Figure 1. Sequential cells grouped by signal name.
Drawn at 6 px/um. Other sequential cells in the stronger gray, the rest of the logic in the fainter gray.
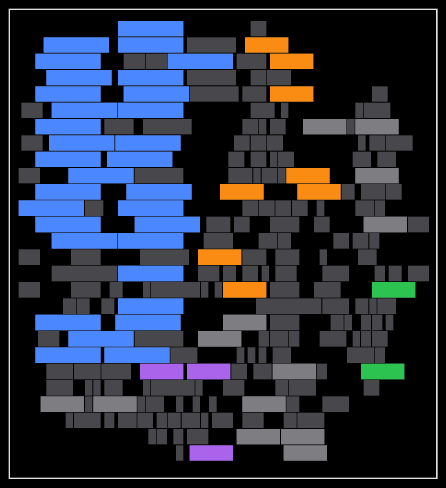
Figure 2. Layout detail.
Region (43, 9) to (63, 29) um. Cells in gray, sequential cells in the stronger gray; small squares are vias.
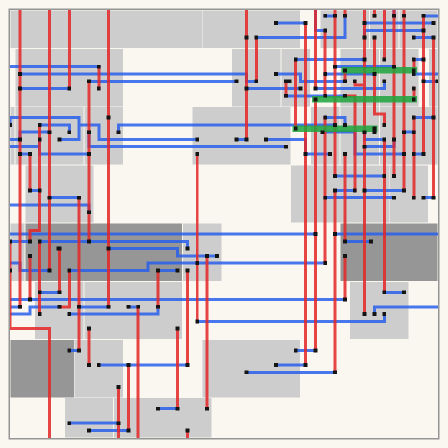
Figure 3. Routing congestion.
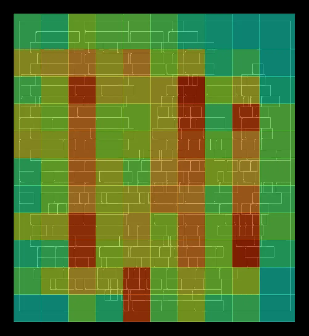
Figure 4. Routed metal, one color a layer.
Drawn at 4 px/um.
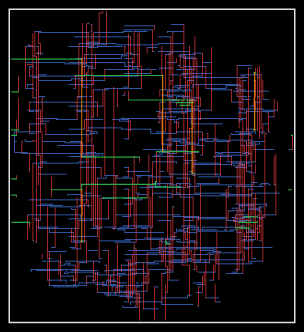
Figure 5. Routed clock nets over the placement.
Drawn at 4 px/um.
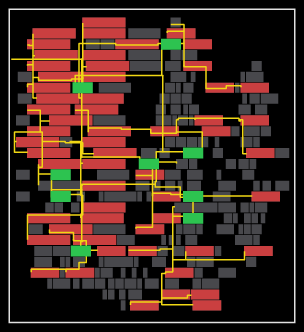
===== src/rtl/async_transmitter.sv =====
// async_transmitter: 8N1 UART transmitter with a small input FIFO.
// Frames are sent LSB-first, back-to-back when more bytes are queued.
module async_transmitter #(
  parameter int OVERSAMPLE = 8,
  parameter int FIFO_DEPTH = 4
) (
  input  logic       clk_uart,
  input  logic       rst,
  input  logic [7:0] data,
  input  logic       send,
  output logic       ready,
  output logic       tx,
  output logic       busy
);

  localparam int AW = $clog2(FIFO_DEPTH);
  localparam int TW = $clog2(OVERSAMPLE);

  localparam logic [TW-1:0] TMR_MAX = TW'(OVERSAMPLE - 1);
  localparam logic [TW-1:0] TMR_ONE = TW'(1);
  localparam logic [AW:0]   CNT_MAX = (AW+1)'(FIFO_DEPTH);
  localparam logic [AW:0]   CNT_ONE = (AW+1)'(1);
  localparam logic [AW-1:0] PTR_ONE = AW'(1);

  typedef enum logic [1:0] {
    S_IDLE,
    S_START,
    S_DATA,
    S_STOP
  } state_e;

  state_e        state_q, state_d;
  logic [TW-1:0] tmr_q, tmr_d;
  logic [2:0]    idx_q, idx_d;
  logic [7:0]    shift_q, shift_d;
  logic          tx_q, tx_d;

  logic [7:0]    mem_q [FIFO_DEPTH];
  logic [AW-1:0] wptr_q, wptr_d;
  logic [AW-1:0] rptr_q, rptr_d;
  logic [AW:0]   count_q, count_d;

  logic push;
  logic pop;
  logic empty;
  logic tick;
  logic [7:0] head;

  assign ready = (count_q < CNT_MAX);
  assign empty = (count_q == '0);
  assign busy  = (state_q != S_IDLE) || !empty;
  assign tx    = tx_q;
  assign push  = send && ready;
  assign tick  = (tmr_q == TMR_MAX);
  assign head  = mem_q[rptr_q];

  // Framing FSM: next state, bit timer, shifter and line value.
  always_comb begin
    state_d = state_q;
    tmr_d   = tick ? '0 : tmr_q + TMR_ONE;
    idx_d   = idx_q;
    shift_d = shift_q;
    tx_d    = tx_q;
    pop     = 1'b0;
    unique case (state_q)
      S_IDLE: begin
        tx_d  = 1'b1;
        tmr_d = '0;
        if (!empty) begin
          pop     = 1'b1;
          shift_d = head;
          tx_d    = 1'b0;
          state_d = S_START;
        end
      end
      S_START: begin
        if (tick) begin
          tx_d    = shift_q[0];
          idx_d   = 3'd0;
          state_d = S_DATA;
        end
      end
      S_DATA: begin
        if (tick) begin
          if (idx_q == 3'd7) begin
            tx_d    = 1'b1;
            state_d = S_STOP;
          end else begin
            shift_d = {1'b0, shift_q[7:1]};
            tx_d    = shift_q[1];
            idx_d   = idx_q + 3'd1;
          end
        end
      end
      S_STOP: begin
        if (tick) begin
          if (!empty) begin
            pop     = 1'b1;
            shift_d = head;
            tx_d    = 1'b0;
            state_d = S_START;
          end else begin
            state_d = S_IDLE;
          end
        end
      end
      default: begin
        tx_d    = 1'b1;
        state_d = S_IDLE;
      end
    endcase
  end

  // FIFO pointer and occupancy update; push and pop together cancel.
  always_comb begin
    wptr_d  = push ? wptr_q + PTR_ONE : wptr_q;
    rptr_d  = pop  ? rptr_q + PTR_ONE : rptr_q;
    count_d = count_q;
    unique case ({push, pop})
      2'b10:   count_d = count_q + CNT_ONE;
      2'b01:   count_d = count_q - CNT_ONE;
      default: count_d = count_q;
    endcase
  end

  // State registers; reset abandons any frame and flushes the FIFO.
  always_ff @(posedge clk_uart) begin
    if (rst) begin
      state_q <= S_IDLE;
      tmr_q   <= '0;
      idx_q   <= '0;
      shift_q <= '0;
      tx_q    <= 1'b1;
      wptr_q  <= '0;
      rptr_q  <= '0;
      count_q <= '0;
    end else begin
      state_q <= state_d;
      tmr_q   <= tmr_d;
      idx_q   <= idx_d;
      shift_q <= shift_d;
      tx_q    <= tx_d;
      wptr_q  <= wptr_d;
      rptr_q  <= rptr_d;
      count_q <= count_d;
    end
  end

  // FIFO storage; contents are don't-care until written.
  always_ff @(posedge clk_uart) begin
    if (push && !rst) begin
      mem_q[wptr_q] <= data;
    end
  end

endmodule

===== config.mk =====
export PLATFORM = sky130hd
export DESIGN_NAME = async_transmitter
export DESIGN_NICKNAME = d
export VERILOG_FILES = /design/src/rtl/async_transmitter.sv
export SDC_FILE = /design/constraint.sdc
export NUM_CORES = 1
export LEC_CHECK = 0
export ABC_AREA = 0
export CORE_ASPECT_RATIO = 1.1
export CORE_UTILIZATION = 50
export CTS_CLUSTER_SIZE = 25
export DETAILED_ROUTE_END_ITERATION = 16
export PLACE_DENSITY = 0.68
export SLEW_MARGIN = 20
export SYNTH_ARGS = -nofsm -noshare
export SYNTH_HDL_FRONTEND = slang
export SYNTH_SLANG_ARGS = --single-unit

===== constraint.sdc =====
create_clock -name clk_uart -period 7.2 [get_ports clk_uart]
set_clock_uncertainty 0.05 [all_clocks]
set_input_delay 1.44 -clock clk_uart [delete_from_list [all_inputs] [get_ports clk_uart]]
set_output_delay 1.44 -clock clk_uart [all_outputs]
set_load 0.02 [all_outputs]

==> GITHUB_STEP_SUMMARY <==
## Synthesis and layout report

| Metric | Value |
|---|---|
| Status | `finished, final reports clean` |
| CP endpoint kind | `output port` |
| Max Fclk | `0.284 GHz` |
| Least-Margin Pin Slew | `just over 900 ps` |
| First-pass GRT wire length | `7.73 mm` |
| GP Congestion | `around 0.76` |
| CP Data Arrival Time | `2030 ps` |
| Leak | `1.07 nW` |
| Clock Pin Slew Worst Setup and Hold Paths | `~80 ps` |
| Die X | `slightly above 70 um` |
| Tcrit/Tclk final | `48.9%` |
| # nets final | `242` |
| Via-to-Cell Ratio | `roughly 5.5` |
| Flop area | `1480 um^2` |
| Total grt overflow | `0` |
| Worst setup SP type | `flop` |
| Row count | `27` |
| Maximum root-to-sink buffer count | `2` |
| Yosys stat area | `2620 um^2` |
| Synth cell types | `37` |
| Setup TNS | `0 ps` |
| WS Path Type | `reg2out` |
| CTS Sinks | `between 50 and 60` |
| I/O pins | `14` |
| Mapped Avg Cell Area | `around 13 um^2` |
| Syn_nets | `around 230` |
| HPWL Detailed | `3.22 mm` |
| DRC viols | `0` |
| Slowest cell delay on critical path | `roughly 600 ps` |
| Design Power | `0.00117 W` |
| Yosys reg bits | `approximately 58` |
| Mapped cell area | `2620 um^2` |
| Core Util at FP | `52.1%` |
| Top delay family on crit path | `buffers and inverters` |
| Final Critical Period | `3520 ps` |
| Final ANT Viol Nets | `0` |
| Crit-path cells | `inv_1 -> ha_1 -> and2_1 -> inv_1 -> clkdlybuf4s50_1` |
| Largest net degree at the start of global routing | `27` |
| Req. time, crit path | `5710 ps` |
| Number of max-slew violations in the final report | `0` |
| Crit path buf inv count | `3` |
| Hold Violations, Final | `0` |
| Most instantiated logic cell after routing | `edfxtp_1` |
| Iteration-0 DRC Markers | `73` |
| H-Tree Depth | `3` |
| Pwr Density | `about 400 nW/um^2` |
| # diodes | `0` |
| Fraction of registers with async set/reset | `0%` |
| Die ar. | `5530 um^2` |
| Die Ht | `a little under 80 um` |
| Main flop type | `edfxtp_1` |
| # resized after CTS | `0` |
| RSZ-0062 raised after global routing | `false` |
| # Post-CTS Setup Buffers | `0` |
| Core Area | `roughly 5000 um^2` |
| EDFF count, synth | `32` |
| P&R area growth vs syn | `14.0%` |
| Worst Hold Class | `reg2reg` |
| I/O Buffers | `13` |
| Drt pass-1 iters | `12` |
| Top cells excl fill/tap | `edfxtp_1, dfxtp_1, inv_1` |
| TritonCTS clock tree | `yes` |
| Max Fanout on Critical Path | `6` |
| Slowest cell on the critical path | `clkdlybuf4s50_1` |
| Initial antenna violation count | `0` |
| Hold_buf cts | `0` |
| Worst rel slew slack | `37.9%` |
| CTS Buf Count | `9` |
| Logic cell area | `just over 1000 um^2` |
| Share of layout cells above drive strength 1 | `15.5%` |
| Mapped Cells | `201` |
| Clk root buf | `clkbuf_8` |
| # fillers | `approximately 390` |
| Max-cap violations | `0` |
| Synthesis Warnings | `0` |
| Number of cells in Yosys stat | `between 200 and 250` |
| Via count of the first global-routing pass | `approximately 1,700` |
| Min Hold Slack | `383 ps` |
| Post-synth seq share | `between 50% and 60%` |
| Setup violations, final | `0` |
| CP dominant cell by count | `inv_1` |
| Peak supply drop | `approximately 0.00026 V` |
| Tool Warnings | `34` |
Notes on Figure 1 above:
[green] state_q | placed flops: 2
[purple] count_q | placed flops: 3
[blue] mem_q | placed flops: 32
[orange] shift_q | placed flops: 8
not colored: 13
sequential cell area share: 49.6%
final core utilization: 59.3%
Seq. pwr: 0.000449 W

Notes on Figure 2 above:
[red] metal 2
[green] metal 3
[blue] metal 1
sequential cells in the window: 2
netlist names of flops here include: state_q (1), tmr_q (1)
cells with their middle in the window: 29
most frequent: ha_1 (6), a21oi_1 (3), and2_1 (3)

Notes on Figure 3 above:
met2 Use GR: 30.4%
Tot GR Track Use: 18.7%

Notes on Figure 4 above:
[orange] metal 4 | wire length: 89.1 um
[blue] metal 1 | wire length: 2,020 um
[red] metal 2 | wire length: 2,220 um
[green] metal 3 | wire length: 159 um
total number of vias: 1,533
total routed wirelength: 4.49 mm
wire per inst: 16.2 um

Notes on Figure 5 above:
[green] clock drivers | count: 9
[red] flip-flops | count: 58
[yellow] clock wires | length: 712 um
routed clock nets: 10
Late-Pin Clk Latency: 340 ps
Clock power frac: 28.7%
Clock group: 0.000337 W

-- through the flow --
stage	worst slack (ps)	cell area, um^2	utilization, %	cells
2_1_floorplan	4240	2620	-	201
3_3_place_gp	3750	2760	54.9	262
3_5_place_dp	3660	2760	54.9	262
4_1_cts	3670	2990	59.3	278
5_1_grt	3560	2990	59.3	278
6_report	3680	2990	59.3	278
-- registers in the layout, indices dropped and copies added (netlist names), named ones only --
name and flops:
mem_q 32, shift_q 8, count_q 3, idx_q 3
tmr_q 3, rptr_q 2, state_q 2, wptr_q 2
tx 1
-- metal layers --
| metal | global-route usage (%) | vias to the layer above | part of all wire, % |
|---|---|---|---|
| met5 | 0 | - | 0 |
| met4 | 10.0 | 0 | 2.0 |
| met3 | 5.45 | 10 | 3.5 |
| met2 | 30.4 | 35 | 49 |
| met1 | 22.3 | 726 | 45 |
| li1 | - | 762 | - |
-- kinds of logic (layout without fill, tap and decap cells) --
family	after synthesis	in the layout	synth area share (%)
AND-OR/OR-AND	35	35	9.31
buffers and inverters	27	46	4.78
XOR/XNOR	5	5	1.67
flip-flops	58	58	56.5
adder cells (fa/ha/maj)	16	16	7.93
AND/OR/NAND/NOR	43	43	9.07
multiplexers	17	17	10.7
-- Yosys cell counts (all sizes together) (2+ instances only) --
master,count,area [um^2]
inv,17,63.8
or3,2,12.5
and2b,2,15.0
or4,2,15.0
nand2b,2,12.5
a21oi,7,35.0
a22o,2,17.5
a22oi,3,22.5
nor3,5,30.0
buf,4,38.8
nor2b,2,12.5
dfxtp,26,521
o21ai,3,15.0
mux2,8,90.1
mux4,8,180
ha,15,188
nor2,15,56.3
and2,7,43.8
a211oi,15,113
edfxtp,32,961
clkbuf,6,22.5
nand2,2,7.51
xor2,2,17.5
xnor2,3,26.3
-- final timing paths --
kind,from,end,slack [ps],cells after the start
max,state_q[0],busy,3680,5
min,tmr_q[0],tmr_q[0],380,1
max reg2reg,state_q[0],count_q[2],4450,9
min reg2reg,tmr_q[0],tmr_q[0],380,1
-- power breakdown --
part           internal, W  switching [W]
Combinational     0.000179       0.000208
Sequential        0.000406      0.0000429
Clock             0.000198       0.000139
-- worst register-to-register path, cell delays in order (launching register included) --
cell	delay (ps)
dfxtp_1	430
inv_1	120
ha_1	350
nor3_1	360
ha_1	280
inv_1	80
fa_1	370
xor2_1	150
or3_1	310
a21oi_1	150
-- final cells by class --
class | instances | area share (%)
Multi-Input combinational cell | 116 | 33.9
Clock inverter | 7 | 3.39
Clock buffer | 9 | 4.15
Tap cell | 58 | 2.43
Inverter | 17 | 2.14
Timing Repair Buffer | 13 | 4.36
Sequential cell | 58 | 49.6
Power and IR drop assume default switching activity.
